==> src/rtl/parallel_in_serial_out_piso_tx_8_bit_if.sv <==
// Load handshake and serial-side signals of the PISO transmitter.
// master = word source / line observer, slave = the transmitter.
interface parallel_in_serial_out_piso_tx_8_bit_if #(
  parameter int unsigned DATA_WIDTH = 8
);
  logic [DATA_WIDTH-1:0] Parallel_Data_In;
  logic                  Load_Valid_In;
  logic                  Load_Ready_Out;
  logic                  Serial_Data_Out;
  logic                  Frame_Out;
  logic                  Busy_Out;
  logic                  Done_Out;

  modport master (
    output Parallel_Data_In,
    output Load_Valid_In,
    input  Load_Ready_Out,
    input  Serial_Data_Out,
    input  Frame_Out,
    input  Busy_Out,
    input  Done_Out
  );

  modport slave (
    input  Parallel_Data_In,
    input  Load_Valid_In,
    output Load_Ready_Out,
    output Serial_Data_Out,
    output Frame_Out,
    output Busy_Out,
    output Done_Out
  );
endinterface

==> src/rtl/parallel_in_serial_out_piso_tx_8_bit.sv <==
// LSB-first parallel-to-serial transmitter with valid/ready load and back-to-back
// reload on the last bit; bits change on posedge for a negedge-sampling receiver.
module parallel_in_serial_out_piso_tx_8_bit #(
  parameter int unsigned DATA_WIDTH = 8,
  parameter logic        IDLE_LEVEL = 1'b0
) (
  input logic Clk_In,
  input logic Reset_In,
  parallel_in_serial_out_piso_tx_8_bit_if.slave bus_if
);
  localparam int unsigned      CNT_W    = (DATA_WIDTH > 1) ? $clog2(DATA_WIDTH) : 1;
  localparam logic [CNT_W-1:0] LAST_BIT = CNT_W'(DATA_WIDTH - 1);
  localparam logic [CNT_W-1:0] CNT_ONE  = CNT_W'(1);

  localparam logic [0:0] ST_IDLE  = 1'b0;
  localparam logic [0:0] ST_SHIFT = 1'b1;

  logic [0:0]            state_q, state_d;
  logic [CNT_W-1:0]      cnt_q, cnt_d;
  logic [DATA_WIDTH-1:0] shift_q, shift_d;
  logic                  ser_q, ser_d;
  logic                  frame_q, frame_d;
  logic                  busy_q, busy_d;
  logic                  done_q, done_d;

  logic last_bit;
  logic ready;
  logic accept;

  assign last_bit = (state_q == ST_SHIFT) && (cnt_q == LAST_BIT);
  assign ready    = (state_q == ST_IDLE) || last_bit;
  assign accept   = bus_if.Load_Valid_In && ready;

  // shift_q[0] is always the bit currently on the line
  always_comb begin
    state_d = state_q;
    cnt_d   = cnt_q;
    shift_d = shift_q;
    ser_d   = ser_q;
    frame_d = frame_q;
    busy_d  = busy_q;
    done_d  = last_bit;
    if (accept) begin
      state_d = ST_SHIFT;
      cnt_d   = '0;
      shift_d = bus_if.Parallel_Data_In;
      ser_d   = bus_if.Parallel_Data_In[0];
      frame_d = 1'b1;
      busy_d  = 1'b1;
    end else if (last_bit) begin
      state_d = ST_IDLE;
      cnt_d   = '0;
      ser_d   = IDLE_LEVEL;
      frame_d = 1'b0;
      busy_d  = 1'b0;
    end else if (state_q == ST_SHIFT) begin
      cnt_d   = cnt_q + CNT_ONE;
      shift_d = shift_q >> 1;
      ser_d   = shift_q[1];
    end
  end

  always_ff @(posedge Clk_In or posedge Reset_In) begin
    if (Reset_In) begin
      state_q <= ST_IDLE;
      cnt_q   <= '0;
      ser_q   <= IDLE_LEVEL;
      frame_q <= 1'b0;
      busy_q  <= 1'b0;
      done_q  <= 1'b0;
    end else begin
      state_q <= state_d;
      cnt_q   <= cnt_d;
      ser_q   <= ser_d;
      frame_q <= frame_d;
      busy_q  <= busy_d;
      done_q  <= done_d;
    end
  end

  // Word storage needs no reset: it is only read while in SHIFT, which requires a load
  always_ff @(posedge Clk_In) begin
    shift_q <= shift_d;
  end

  assign bus_if.Load_Ready_Out  = ready;
  assign bus_if.Serial_Data_Out = ser_q;
  assign bus_if.Frame_Out       = frame_q;
  assign bus_if.Busy_Out        = busy_q;
  assign bus_if.Done_Out        = done_q;
endmodule

==> src/flat_wrapper.sv <==
// flat-port wrapper written by rule: the top's interface ports become plain ports
module parallel_in_serial_out_piso_tx_8_bit_flat 
#(
  parameter int unsigned DATA_WIDTH = 8,
  parameter logic        IDLE_LEVEL = 1'b0
)
  (Clk_In, Reset_In, bus_if_Parallel_Data_In, bus_if_Load_Valid_In, bus_if_Load_Ready_Out, bus_if_Serial_Data_Out, bus_if_Frame_Out, bus_if_Busy_Out, bus_if_Done_Out);
  parallel_in_serial_out_piso_tx_8_bit_if #(.DATA_WIDTH(DATA_WIDTH)) bus_if_i ();
  input logic Clk_In;
  input logic Reset_In;
  input wire logic [$bits(bus_if_i.Parallel_Data_In)-1:0] bus_if_Parallel_Data_In;
  input wire logic [$bits(bus_if_i.Load_Valid_In)-1:0] bus_if_Load_Valid_In;
  output wire logic [$bits(bus_if_i.Load_Ready_Out)-1:0] bus_if_Load_Ready_Out;
  output wire logic [$bits(bus_if_i.Serial_Data_Out)-1:0] bus_if_Serial_Data_Out;
  output wire logic [$bits(bus_if_i.Frame_Out)-1:0] bus_if_Frame_Out;
  output wire logic [$bits(bus_if_i.Busy_Out)-1:0] bus_if_Busy_Out;
  output wire logic [$bits(bus_if_i.Done_Out)-1:0] bus_if_Done_Out;
  assign bus_if_i.Parallel_Data_In = bus_if_Parallel_Data_In;
  assign bus_if_i.Load_Valid_In = bus_if_Load_Valid_In;
  assign bus_if_Load_Ready_Out = bus_if_i.Load_Ready_Out;
  assign bus_if_Serial_Data_Out = bus_if_i.Serial_Data_Out;
  assign bus_if_Frame_Out = bus_if_i.Frame_Out;
  assign bus_if_Busy_Out = bus_if_i.Busy_Out;
  assign bus_if_Done_Out = bus_if_i.Done_Out;
  parallel_in_serial_out_piso_tx_8_bit #(.DATA_WIDTH(DATA_WIDTH), .IDLE_LEVEL(IDLE_LEVEL)) u_core (.Clk_In(Clk_In), .Reset_In(Reset_In), .bus_if(bus_if_i));
endmodule
==> config.mk <==
export PLATFORM = sky130hd
export DESIGN_NAME = parallel_in_serial_out_piso_tx_8_bit_flat
export DESIGN_NICKNAME = d
export VERILOG_FILES = /design/src/rtl/parallel_in_serial_out_piso_tx_8_bit_if.sv /design/src/rtl/parallel_in_serial_out_piso_tx_8_bit.sv /design/src/flat_wrapper.sv
export SDC_FILE = /design/constraint.sdc
export NUM_CORES = 1
export LEC_CHECK = 0
export ABC_AREA = 1
export CAP_MARGIN = 20
export CORE_ASPECT_RATIO = 1.25
export CORE_MARGIN = 2
export CORE_UTILIZATION = 35
export CTS_CLUSTER_DIAMETER = 150
export CTS_CLUSTER_SIZE = 25
export DETAILED_ROUTE_END_ITERATION = 10
export PLACE_DENSITY_LB_ADDON = 0.1
export SLEW_MARGIN = 20
export SYNTH_ARGS = -nofsm -noshare
export SYNTH_HDL_FRONTEND = slang
export SYNTH_SLANG_ARGS = --single-unit
==> constraint.sdc <==
create_clock -name Clk_In -period 3.8 [get_ports Clk_In]
set_input_delay 0.76 -clock Clk_In [delete_from_list [all_inputs] [get_ports Clk_In]]
set_output_delay 0.76 -clock Clk_In [all_outputs]
set_load 0.01 [all_outputs]
Fig. 1: run 1, nets reached from selected ports
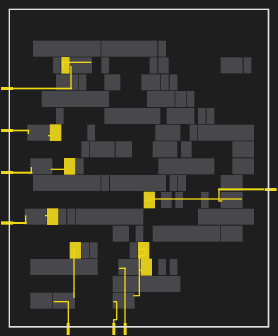
- yellow: bus_if_Parallel_Data_In (bits 8; direction input; edge 4 left, 3 bottom, 1 right; end cells 8; buffers 8; wire 96.5 um)

Fig. 2: run 1, the metal 1 layer
Supply wires on this layer in grey.
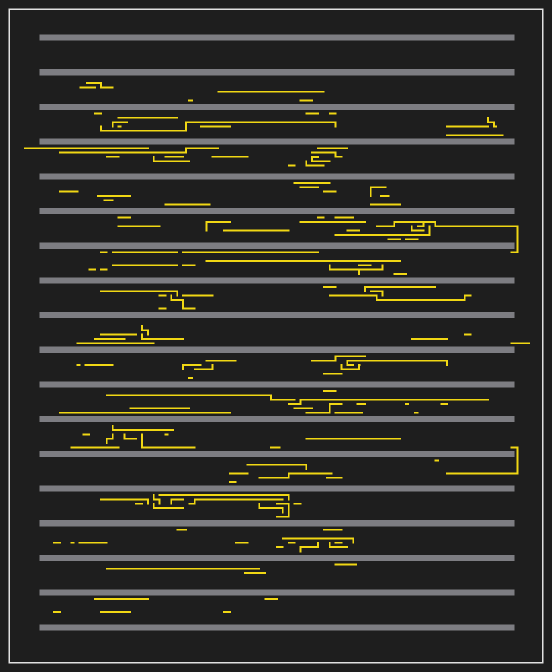
- nets with wire on the layer: 80
- main direction: horizontal
vias post-DR: 452
final wirelength: 1080 um
met1 Use GR: 0.137

Fig. 3: run 1, cell density map
8 x 10 tiles, from white (low) to dark blue (high), 0 to 100% covered.
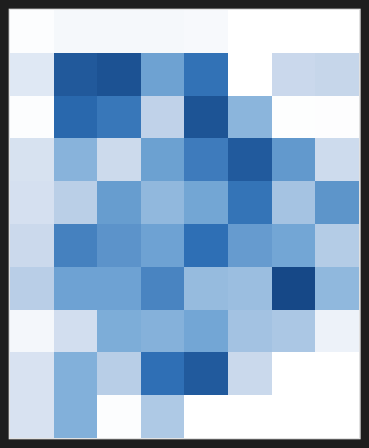
- densest ninth of the die: middle
- tiles over 75% full: 8.7%
- mean over tiles: 36%
- nearly empty tiles: 19%
- fullest tile: 90%

==> CHANGELOG.md, run 1 <==
### Changed

- Sequential cell area share: 0.455
- Most instantiated logic cells after routing: nand2_1 (21), clkdlybuf4s50_1 (15), nand3_1 (10), edfxtp_1 (7), dfrtp_1 (6)
- Routability congestion estimate: 0.691
- Repair and plain buffers: 15
- Hold endpoint: u_core.cnt_q[2]
- Drt wl/cell: 11.1 um
- Dominant Register Cell: edfxtp_1
- Area leader share: 0.338
- First-pass GRT wire length: 2040 um
- Reg power frac: 0.456
- Net Sw Frac: 0.359
- Vias in the first global route: 492
- Sequential power: 0.279 mW
- Max incr delay on CP: 0.52 ns
- I/O pin cnt: 16
- Post-synthesis sequential area ratio: 0.579
- Crit path DAT: 1.85 ns
- Area Overhead vs Synth: 27.4%
- Met2 Use GR: 0.221
- Mapped Nets: 75
- Global-route usage over all layers: 0.127
- Post-synth EDFFs: 7
- Cell family with most CP delay: buffers and inverters
- Post-synth ARST share: 0.462
- Critical Path RT: 3.04 ns
- Final min period: 2.61 ns
- Largest net degree at the start of global routing: 13
- Biggest regs: u_core.shift_q: 7 flops, u_core.cnt_q: 3 flops
- FF-to-FF path depth: 6
- Initial DRC Count: 5
- Crit path depth: 5
- PortBufs: 15
- Status: complete, no violations
- Comb group: 0.249 mW
- Final max-slew violation count: 0
- Non-Filler Instances: 97
- Post-Syn Area: 622 um^2
- H-tree depth: 1
- Comb area share: 0.264
- Clock network fraction of design power: 0.136
- Worst relative slew slack: 0.692
- M1 WL: 457 um
- CP endpoint kind: output port
- Reg-to-reg startpoint: u_core.cnt_q[0]
- Overall power: 0.612 mW
- Post-Synth AOI/OAI Area: 0.0221
- # hold bufs at CTS: 0
- Root Buffer Master: clkbuf_4
- Hold Path Class: flip-flop to flip-flop
- Critical path origin: u_core.cnt_q[0]
- Post-CTS sizing: 0
- FA/HA/MAJ Cells, Area Fraction: 0.0402
- Final Setup Violations: 0
- FP Util: 0.361
- CP Class: flip-flop to output port
- Cell leakage power: 0.373 nW
- Antenna cells: 0
- Basic Gates by Area: 0.274
- Nonclk inv count: 6
- Combinational share of power: 0.407
- Row count: 17
- Yosys Chip Area: 622 um^2
- Global-route track usage on met3: 0.0283
- # Cells Yosys: 62
- Final Hold Viols: 0
- Fillers: 165
- Met3 wire length: 54 um
- CP Buf/Inv Count: 2
- Critical-path top delay cell: clkdlybuf4s50_1
- Top Metal Used: met4
- Logic area: 209 um^2
- Worst Slack Setup Final: 1.19 ns
- HP Start: u_core.cnt_q[2]
- Core Area: 0.00172 mm^2
- Clk latency late pin: 0.27 ns
- Clock Skew: 0.00102 ns
- Hold Crit Depth: 2
- Syn avg cell area: 10.0 um^2
- Total Nets Final: 92
- XOR Share, Synth: 0
- Die area: 0.00213 mm^2
- Antenna violations before repair: 0
- Num CTS Buffers: 3
==> run 1 -> run 2 <==
Clock period 3.8 ns to 2.3 ns, I/O delays scaled along.
==> run 2 against run 1 <==
Non-clock buffer count grew 2. Register-to-register slack got worse by 1.6 ns. Total power grew 69%. Flip-flop count unchanged. Worst hold slack lost 0.084 ns. Global-route usage shrank 0.46 points. Synthesized area is the same. Wire length grew 0.84%. Largest cell class unchanged.
==> CHANGELOG.md, run 2 <==
### Changed

- Clock Skew: 0.00380 ns
- Root Buffer Master: clkbuf_4
- XOR Share, Synth: 0
- CP Class: flip-flop to output port
- Area leader share: 0.338
- Crit path DAT: 1.75 ns
- Syn avg cell area: 10.0 um^2
- Hold Path Class: input port to async pin
- Critical path origin: u_core.cnt_q[0]
- Comb area share: 0.259
- Basic Gates by Area: 0.274
- Combinational share of power: 0.419
- Final wirelength: 1090 um
- Post-synth EDFFs: 7
- Drt wl/cell: 11.0 um
- M1 WL: 510 um
- Biggest regs: u_core.shift_q: 7 flops, u_core.cnt_q: 3 flops
- Vias in the first global route: 422
- Core Area: 0.00172 mm^2
- Mapped Nets: 75
- Reg-to-reg startpoint: u_core.cnt_q[0]
- Global-route track usage on met3: 0.0247
- FF-to-FF path depth: 7
- Top Metal Used: met3
- Overall power: 1.04 mW
- Non-Filler Instances: 99
- Final max-slew violation count: 0
- # Cells Yosys: 62
- Fillers: 183
- Comb group: 0.434 mW
- Status: complete, no violations
- Worst Slack Setup Final: 0.0930 ns
- Antenna cells: 0
- Routability congestion estimate: 0.683
- Global-route usage over all layers: 0.122
- Vias post-DR: 465
- Critical Path RT: 1.84 ns
- Post-Syn Area: 622 um^2
- Final Hold Viols: 0
- CP endpoint kind: output port
- Clock network fraction of design power: 0.135
- Max incr delay on CP: 0.49 ns
- Antenna violations before repair: 0
- Most instantiated logic cells after routing: nand2_1 (21), clkdlybuf4s50_1 (15), nand3_1 (10), edfxtp_1 (7), dfrtp_1 (6)
- Yosys Chip Area: 622 um^2
- Die area: 0.00213 mm^2
- Repair and plain buffers: 17
- Met3 wire length: 55 um
- Total Nets Final: 94
- Sequential power: 0.462 mW
- Clk latency late pin: 0.27 ns
- # hold bufs at CTS: 0
- CP Buf/Inv Count: 2
- Critical-path top delay cell: clkdlybuf4s50_1
- First-pass GRT wire length: 1910 um
- Reg power frac: 0.446
- Sequential cell area share: 0.447
- Logic area: 209 um^2
- Post-synthesis sequential area ratio: 0.579
- Final min period: 2.21 ns
- FP Util: 0.361
- Post-synth ARST share: 0.462
- Cell family with most CP delay: buffers and inverters
Fig. 4: run 2, nets reached from selected ports
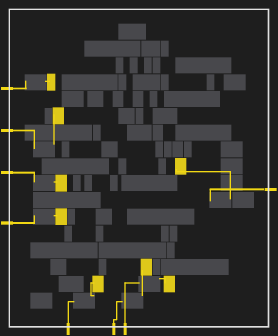
- yellow: bus_if_Parallel_Data_In (bits 8; direction input; edge 4 left, 3 bottom, 1 right; end cells 8; buffers 8; wire 76.4 um)
I/O pin cnt: 16
PortBufs: 15

Fig. 5: run 2, placed cells, one colour a class
Scale bar: 10 um. Fill, decap, tap and diode cells in grey.
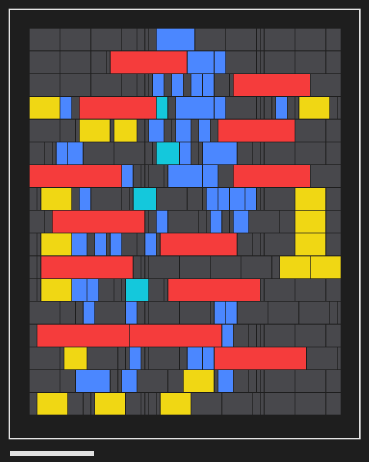
- red: registers (cells 13)
- blue: remaining logic cells (cells 46)
- cyan: clock drivers and dummy loads (cells 4)
- yellow: remaining buffers and delay cells (cells 17)
row count: 17
cell area after layout: 807 um^2
Util after Layout: 0.468

No activity file was given, so power comes from the tool's default toggle rates.
